File: src/rtl/shift_reg_burst_if.sv
// Bus between the 8051 port-write logic and the burst shift register.
// Clock and reset are plain module ports and are not part of this interface.
interface shift_reg_burst_if #(
    parameter int WIDTH = 8,
    parameter int CNT_W = 4
);
    logic             DI;
    logic             DO;
    logic [WIDTH-1:0] PLD;
    logic             PLDEN;
    logic [WIDTH-1:0] POUT;
    logic             EN;
    logic             DIR;
    logic [1:0]       MODE;
    logic             START;
    logic [CNT_W-1:0] COUNT;
    logic             BUSY;
    logic             DONE;
    logic             DIR_Q;

    modport master (
        output DI, PLD, PLDEN, EN, DIR, MODE, START, COUNT,
        input  DO, POUT, BUSY, DONE, DIR_Q
    );

    modport slave (
        input  DI, PLD, PLDEN, EN, DIR, MODE, START, COUNT,
        output DO, POUT, BUSY, DONE, DIR_Q
    );
endinterface

File: src/rtl/shift_reg_burst.sv
// Parametrised shift/rotate/bounce register with a counted burst engine.
// START loads a shift count; one step per clock follows, then DONE pulses.
module shift_reg_burst #(
    parameter int WIDTH = 8,
    parameter int CNT_W = 4
) (
    input  logic             CLK,
    input  logic             RST_N,
    shift_reg_burst_if.slave bus
);
    typedef enum logic {IDLE, RUN} state_t;

    state_t           state_q, state_d;
    logic [WIDTH-1:0] pout_q, pout_d;
    logic             do_q, do_d;
    logic             busy_q, busy_d;
    logic             done_q, done_d;
    logic             dir_q_q, dir_q_d;
    logic [CNT_W-1:0] rem_q, rem_d;

    logic [WIDTH-1:0] step_pout;
    logic             step_do;
    logic             step_dir_q;
    logic             go_right;
    logic             out_bit;
    logic             fill;

    // One shift step as a function of current state and MODE/DIR/DI.
    always_comb begin
        step_pout  = pout_q;
        step_do    = do_q;
        step_dir_q = dir_q_q;
        go_right   = bus.DIR;
        fill       = 1'b0;
        unique case (bus.MODE)
            2'b00, 2'b01: begin
                go_right   = bus.DIR;
                step_dir_q = bus.DIR;
            end
            2'b10: begin
                // Bounce off whichever end the sweep is heading toward.
                if (!dir_q_q && pout_q[WIDTH-1])
                    go_right = 1'b1;
                else if (dir_q_q && pout_q[0])
                    go_right = 1'b0;
                else
                    go_right = dir_q_q;
                step_dir_q = go_right;
            end
            default: ;
        endcase
        out_bit = go_right ? pout_q[0] : pout_q[WIDTH-1];
        unique case (bus.MODE)
            2'b00:   fill = bus.DI;
            2'b01:   fill = out_bit;
            default: fill = 1'b0;
        endcase
        if (bus.MODE != 2'b11) begin
            step_do   = out_bit;
            step_pout = go_right ? {fill, pout_q[WIDTH-1:1]}
                                 : {pout_q[WIDTH-2:0], fill};
        end
    end

    always_comb begin
        state_d = state_q;
        pout_d  = pout_q;
        do_d    = do_q;
        busy_d  = busy_q;
        done_d  = 1'b0;
        dir_q_d = dir_q_q;
        rem_d   = rem_q;
        unique case (state_q)
            IDLE: begin
                if (bus.PLDEN) begin
                    pout_d  = bus.PLD;
                    dir_q_d = bus.DIR;
                end else if (bus.START) begin
                    if (bus.COUNT != '0) begin
                        rem_d   = bus.COUNT;
                        busy_d  = 1'b1;
                        state_d = RUN;
                    end else begin
                        done_d = 1'b1;
                    end
                end else if (bus.EN) begin
                    pout_d  = step_pout;
                    do_d    = step_do;
                    dir_q_d = step_dir_q;
                end
            end
            RUN: begin
                pout_d  = step_pout;
                do_d    = step_do;
                dir_q_d = step_dir_q;
                rem_d   = rem_q - CNT_W'(1);
                if (rem_q == CNT_W'(1)) begin
                    busy_d  = 1'b0;
                    done_d  = 1'b1;
                    state_d = IDLE;
                end
            end
            default: state_d = IDLE;
        endcase
    end

    always_ff @(posedge CLK or negedge RST_N) begin
        if (!RST_N) begin
            state_q <= IDLE;
            pout_q  <= '0;
            do_q    <= 1'b0;
            busy_q  <= 1'b0;
            done_q  <= 1'b0;
            dir_q_q <= 1'b0;
            rem_q   <= '0;
        end else begin
            state_q <= state_d;
            pout_q  <= pout_d;
            do_q    <= do_d;
            busy_q  <= busy_d;
            done_q  <= done_d;
            dir_q_q <= dir_q_d;
            rem_q   <= rem_d;
        end
    end

    assign bus.POUT  = pout_q;
    assign bus.DO    = do_q;
    assign bus.BUSY  = busy_q;
    assign bus.DONE  = done_q;
    assign bus.DIR_Q = dir_q_q;
endmodule

File: src/flat_wrapper.sv
// flat-port wrapper written by rule: the top's interface ports become plain ports
module shift_reg_burst_flat 
#(
    parameter int WIDTH = 8,
    parameter int CNT_W = 4
)
  (CLK, RST_N, bus_DI, bus_PLD, bus_PLDEN, bus_EN, bus_DIR, bus_MODE, bus_START, bus_COUNT, bus_DO, bus_POUT, bus_BUSY, bus_DONE, bus_DIR_Q);
  shift_reg_burst_if #(.WIDTH(WIDTH), .CNT_W(CNT_W)) bus_i ();
  input  logic CLK;
  input  logic RST_N;
  input wire logic [$bits(bus_i.DI)-1:0] bus_DI;
  input wire logic [$bits(bus_i.PLD)-1:0] bus_PLD;
  input wire logic [$bits(bus_i.PLDEN)-1:0] bus_PLDEN;
  input wire logic [$bits(bus_i.EN)-1:0] bus_EN;
  input wire logic [$bits(bus_i.DIR)-1:0] bus_DIR;
  input wire logic [$bits(bus_i.MODE)-1:0] bus_MODE;
  input wire logic [$bits(bus_i.START)-1:0] bus_START;
  input wire logic [$bits(bus_i.COUNT)-1:0] bus_COUNT;
  output wire logic [$bits(bus_i.DO)-1:0] bus_DO;
  output wire logic [$bits(bus_i.POUT)-1:0] bus_POUT;
  output wire logic [$bits(bus_i.BUSY)-1:0] bus_BUSY;
  output wire logic [$bits(bus_i.DONE)-1:0] bus_DONE;
  output wire logic [$bits(bus_i.DIR_Q)-1:0] bus_DIR_Q;
  assign bus_i.DI = bus_DI;
  assign bus_i.PLD = bus_PLD;
  assign bus_i.PLDEN = bus_PLDEN;
  assign bus_i.EN = bus_EN;
  assign bus_i.DIR = bus_DIR;
  assign bus_i.MODE = bus_MODE;
  assign bus_i.START = bus_START;
  assign bus_i.COUNT = bus_COUNT;
  assign bus_DO = bus_i.DO;
  assign bus_POUT = bus_i.POUT;
  assign bus_BUSY = bus_i.BUSY;
  assign bus_DONE = bus_i.DONE;
  assign bus_DIR_Q = bus_i.DIR_Q;
  shift_reg_burst #(.WIDTH(WIDTH), .CNT_W(CNT_W)) u_core (.CLK(CLK), .RST_N(RST_N), .bus(bus_i));
endmodule
File: config.mk
export PLATFORM = sky130hd
export DESIGN_NAME = shift_reg_burst_flat
export DESIGN_NICKNAME = d
export VERILOG_FILES = /design/src/rtl/shift_reg_burst_if.sv /design/src/rtl/shift_reg_burst.sv /design/src/flat_wrapper.sv
export SDC_FILE = /design/constraint.sdc
export NUM_CORES = 1
export LEC_CHECK = 0
export CAP_MARGIN = 30
export CORE_UTILIZATION = 29
export CTS_CLUSTER_DIAMETER = 40
export DETAILED_ROUTE_END_ITERATION = 7
export GPL_TIMING_DRIVEN = 1
export PLACE_DENSITY_LB_ADDON = 0.1
export SLEW_MARGIN = 10
export SYNTH_ARGS = -nofsm -noshare
export SYNTH_HDL_FRONTEND = slang
export SYNTH_SLANG_ARGS = --single-unit
File: constraint.sdc
create_clock -name CLK -period 1.66 [get_ports CLK]
set_input_delay 0.166 -clock CLK [delete_from_list [all_inputs] [get_ports CLK]]
set_output_delay 0.166 -clock CLK [all_outputs]
set_load 0.005 [all_outputs]
**Pin map**

Pins as bars across the die edge, other pins in grey.
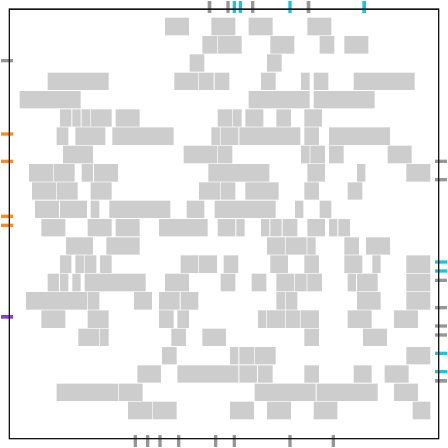
legend:
  cyan:
    port: bus_POUT
    pins: 8
    direction: output
    edge: 4 right, 4 top
  purple:
    port: bus_BUSY
    pins: 1
    direction: output
    edge: left
  orange:
    port: bus_COUNT
    pins: 4
    direction: input
    edge: left
all pins by edge: 11 right, 8 bottom, 8 top, 6 left

==> impl_metrics.tcl <==
# collected from the flow reports
set metrics [dict create \
    clock.fmax_mhz 687 \
    fp.dieW_um 63.7 \
    final-clk-cell-share 0.0292 \
    clock_power_share 0.140 \
    seq_share 0.269 \
    n_all_inverters 5 \
    pre_cts_ws_ps -64.2 \
    cp-start-kind "primary input" \
    syn-num-nets 144 \
    comb_cells 95 \
    clkSlewWorstSetupHoldPaths_ps 70 \
    die_y_um 63.7 \
    synth.cell_area_um2 1100 \
    ys_seq_share 0.386 \
    area_leaders "dfrtp_1 39%, mux2i_1 5.4%, a31oi_1 5.1%, nand2_1 4.1%, o211ai_1 4.1%" \
    rsz0062_at_grt "false" \
    yosysChipArea_um2 1100 \
    top_area_cell "dfrtp_1" \
    clkbuf_count 3 \
    htreeDepth 1 \
    drv_slew 0 \
    ys_cells 121 \
    track_usage 0.150 \
    p_int_uw 1450 \
    drtIter0Drc 32 \
    worstPathArrival_ps 1590 \
    crit_type "in -> reg" \
    p_per_area_nw_per_um2 1470 \
    buffer_area_frac 0.258 \
    finalWorstSetupSlack_ps 204 \
    clock_skew_ps 4.28 \
    wire_per_inst_um 13.4 \
    ir_drop_mv 0.624 \
    power_frac_comb 0.521 \
    switchingPower_uw 882 \
    core-area_um2 3660 \
    dr.pass1.iters 4 \
    seqPwrFrac 0.339 \
    boundaryPins 33 \
    synth_top_area_share 0.386 \
    top_cell "dfrtp_1" \
    grt_pass1_vias 1048 \
    max_cap_violations 0 \
    dp_hpwl_mm 2.18 \
    drc 0 \
    cts_hold_buffers 0 \
    tritoncts "yes" \
    ff_count 17 \
    clock-root-buffer "clkbuf_8" \
    fp-row-count 22 \
    seq_area_um2 425 \
    max_slew.worst_pin.slew_ps 553 \
    num-nets-final 187 \
    end_kind "register" \
    vias 1083 \
    setup_viol 0 \
    synth.distinct_cells 38 \
    chip_area_um2 4050 \
    overflow 0 \
    comb_share 0.395 \
    postCtsSetupBuffers 0 \
    layout.area.comb_um2 626 \
    clk_latency_ps 260 \
    cts_made_buffers 3 \
    yosysWarnings 0 \
    ys_async_sr_fraction 1.00 \
    crit_fanout 6 \
    period_needed_ps 1460 \
    grt_pass1_wl_mm 4.71 \
    slew_headroom 0.629 \
    min_path_type "in -> async" \
    clock_path_buffers 2 \
    drt_wl_total_mm 2.83 \
    post_cts_resize_count 0 \
    top_cells_by_count "17 x dfrtp_1, 12 x nand2_1, 9 x a31oi_1" \
    required_ps 1790 \
    fin_util 0.433 \
    netSwitchingFraction 0.378 \
    grt_max_degree 18 \
    warnings 27 \
    taps 48 \
    clock-sinks 17 \
    drt-vias-per-instance 5.13 \
    n_antenna_cell 0 \
    drive_gt1_frac 0.117 \
    edf_count 0 \
    antenna_found_initial 0 \
    nNonClkBuffers 42 \
    ant_nets 0 \
    hold_viol 0 \
    fp_util 0.301 \
    flop_cell "dfrtp_1" \
    largest_cell_class "logic gates" \
    synthCells 121 \
    finalClockPeriodUsage 0.877 \
    gp_congestion 0.867 \
    area_growth_pct 43.7 \
    port_buffers 32 \
    status "completed" \
    ys.flops 17 \
    fill_cells 377 \
    p_leak_uw 0.000661 \
    syn_avg_cell_area_um2 9.11 \
]
**Clock network drawn from the DEF**

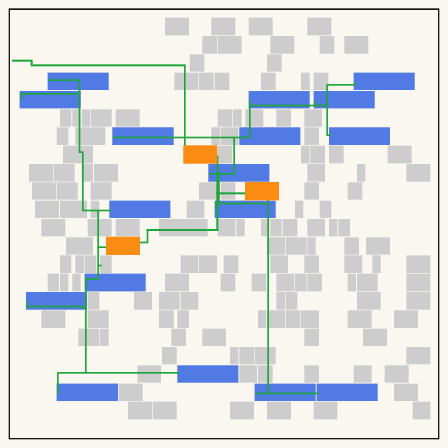
legend:
  green:
    item: clock wires
    length: 289 um
  orange:
    item: clock-net drivers
    count: 3
  blue:
    item: flip-flops
    count: 17
flops lie: spread over the die
routed clock nets: 4

## through the flow
stage	total power, uW	setup TNS, ps	hold slack (ps)	cells	cell area, um^2
floorplan	1470	0	-130	121	1100
global placement	2020	-197	521	207	1540
detailed placement	2040	-368	528	207	1540
CTS	2380	0	238	211	1580
global route	2510	0	250	211	1580
finish	2330	0	224	211	1580
## per-layer routing
| layer | part of all wire | global-route usage | wire length (um) |
|---|---|---|---|
| met3 | 0.035 | 0.0344 | 99 |
| met5 | 0 | 0 | 0 |
| met1 | 0.46 | 0.172 | 1300 |
| met2 | 0.50 | 0.273 | 1430 |
| met4 | 0.0035 | 0.0398 | 10 |
## flip-flops by register name, indices dropped and copies added, names as in the netlist
register          flops
u_core.bus.DONE       1
u_core.bus.BUSY       1
u_core.bus.DO         1
u_core.state_q        1
u_core.rem_q          4
u_core.bus.DIR_Q      1
u_core.bus.POUT       8
## power by group through the flow
| stage | Clock (uW) | Sequential (uW) | Combinational, uW |
|---|---|---|---|
| after CTS | 342 | 792 | 1240 |
| final | 327 | 791 | 1220 |
| after detailed placement | 0 | 796 | 1250 |
| after global routing | 354 | 821 | 1330 |
| after floorplan | 0 | 781 | 687 |
| after global placement | 0 | 793 | 1230 |
## path summary, 6_finish.rpt
| check | from | end | slack, ps | depth (start not counted) |
|---|---|---|---|---|
| max in group asynchronous | RST_N | u_core.rem_q[0] | 1240 | 2 |
| hold reg to reg | u_core.rem_q[0] | u_core.rem_q[0] | 540 | 1 |
| min in group CLK | bus_PLD[0] | u_core.bus.POUT[0] | 510 | 3 |
| hold / removal | RST_N | u_core.bus.POUT[7] | 220 | 2 |
| setup / recovery | bus_MODE[0] | u_core.bus.POUT[6] | 200 | 5 |
| setup reg to reg | u_core.bus.DIR_Q | u_core.bus.POUT[6] | 300 | 4 |
## kinds of logic (layout without fill, tap and decap cells)
| kind of cell | Yosys count | in the layout | synth area share |
|---|---|---|---|
| AND-OR/OR-AND | 37 | 37 | 0.229 |
| XOR/XNOR | 2 | 2 | 0.0159 |
| adder cells (fa/ha/maj) | 2 | 2 | 0.0227 |
| buffers and inverters | 9 | 51 | 0.0465 |
| flip-flops | 17 | 17 | 0.386 |
| multiplexers | 6 | 6 | 0.0545 |
| AND/OR/NAND/NOR | 48 | 48 | 0.245 |
## cells in the final DEF (no fill, tap or decap), types with 2 or more instances in the layout
| cell type | count |
|---|---|
| nand2b_1 | 4 |
| clkdlybuf4s50_1 | 32 |
| nand4_1 | 6 |
| buf_4 | 9 |
| nor2b_1 | 3 |
| a31oi_1 | 9 |
| nor2_1 | 5 |
| o22ai_1 | 2 |
| ha_1 | 2 |
| inv_1 | 5 |
| o211ai_1 | 6 |
| a211oi_1 | 3 |
| and2_1 | 6 |
| a21oi_1 | 5 |
| o21ai_0 | 3 |
| clkbuf_8 | 3 |
| mux2i_1 | 6 |
| nand3_1 | 3 |
| dfrtp_1 | 17 |
| nand2_1 | 12 |
| xnor2_1 | 2 |
| a221oi_1 | 2 |
## worst max-delay path: stages
cell and delay [ps]:
clkdlybuf4s50_1 590, and2b_1 230, and3_1 200, a21oi_2 270, o211ai_1 150
No activity file was given, so power comes from the tool's default toggle rates.
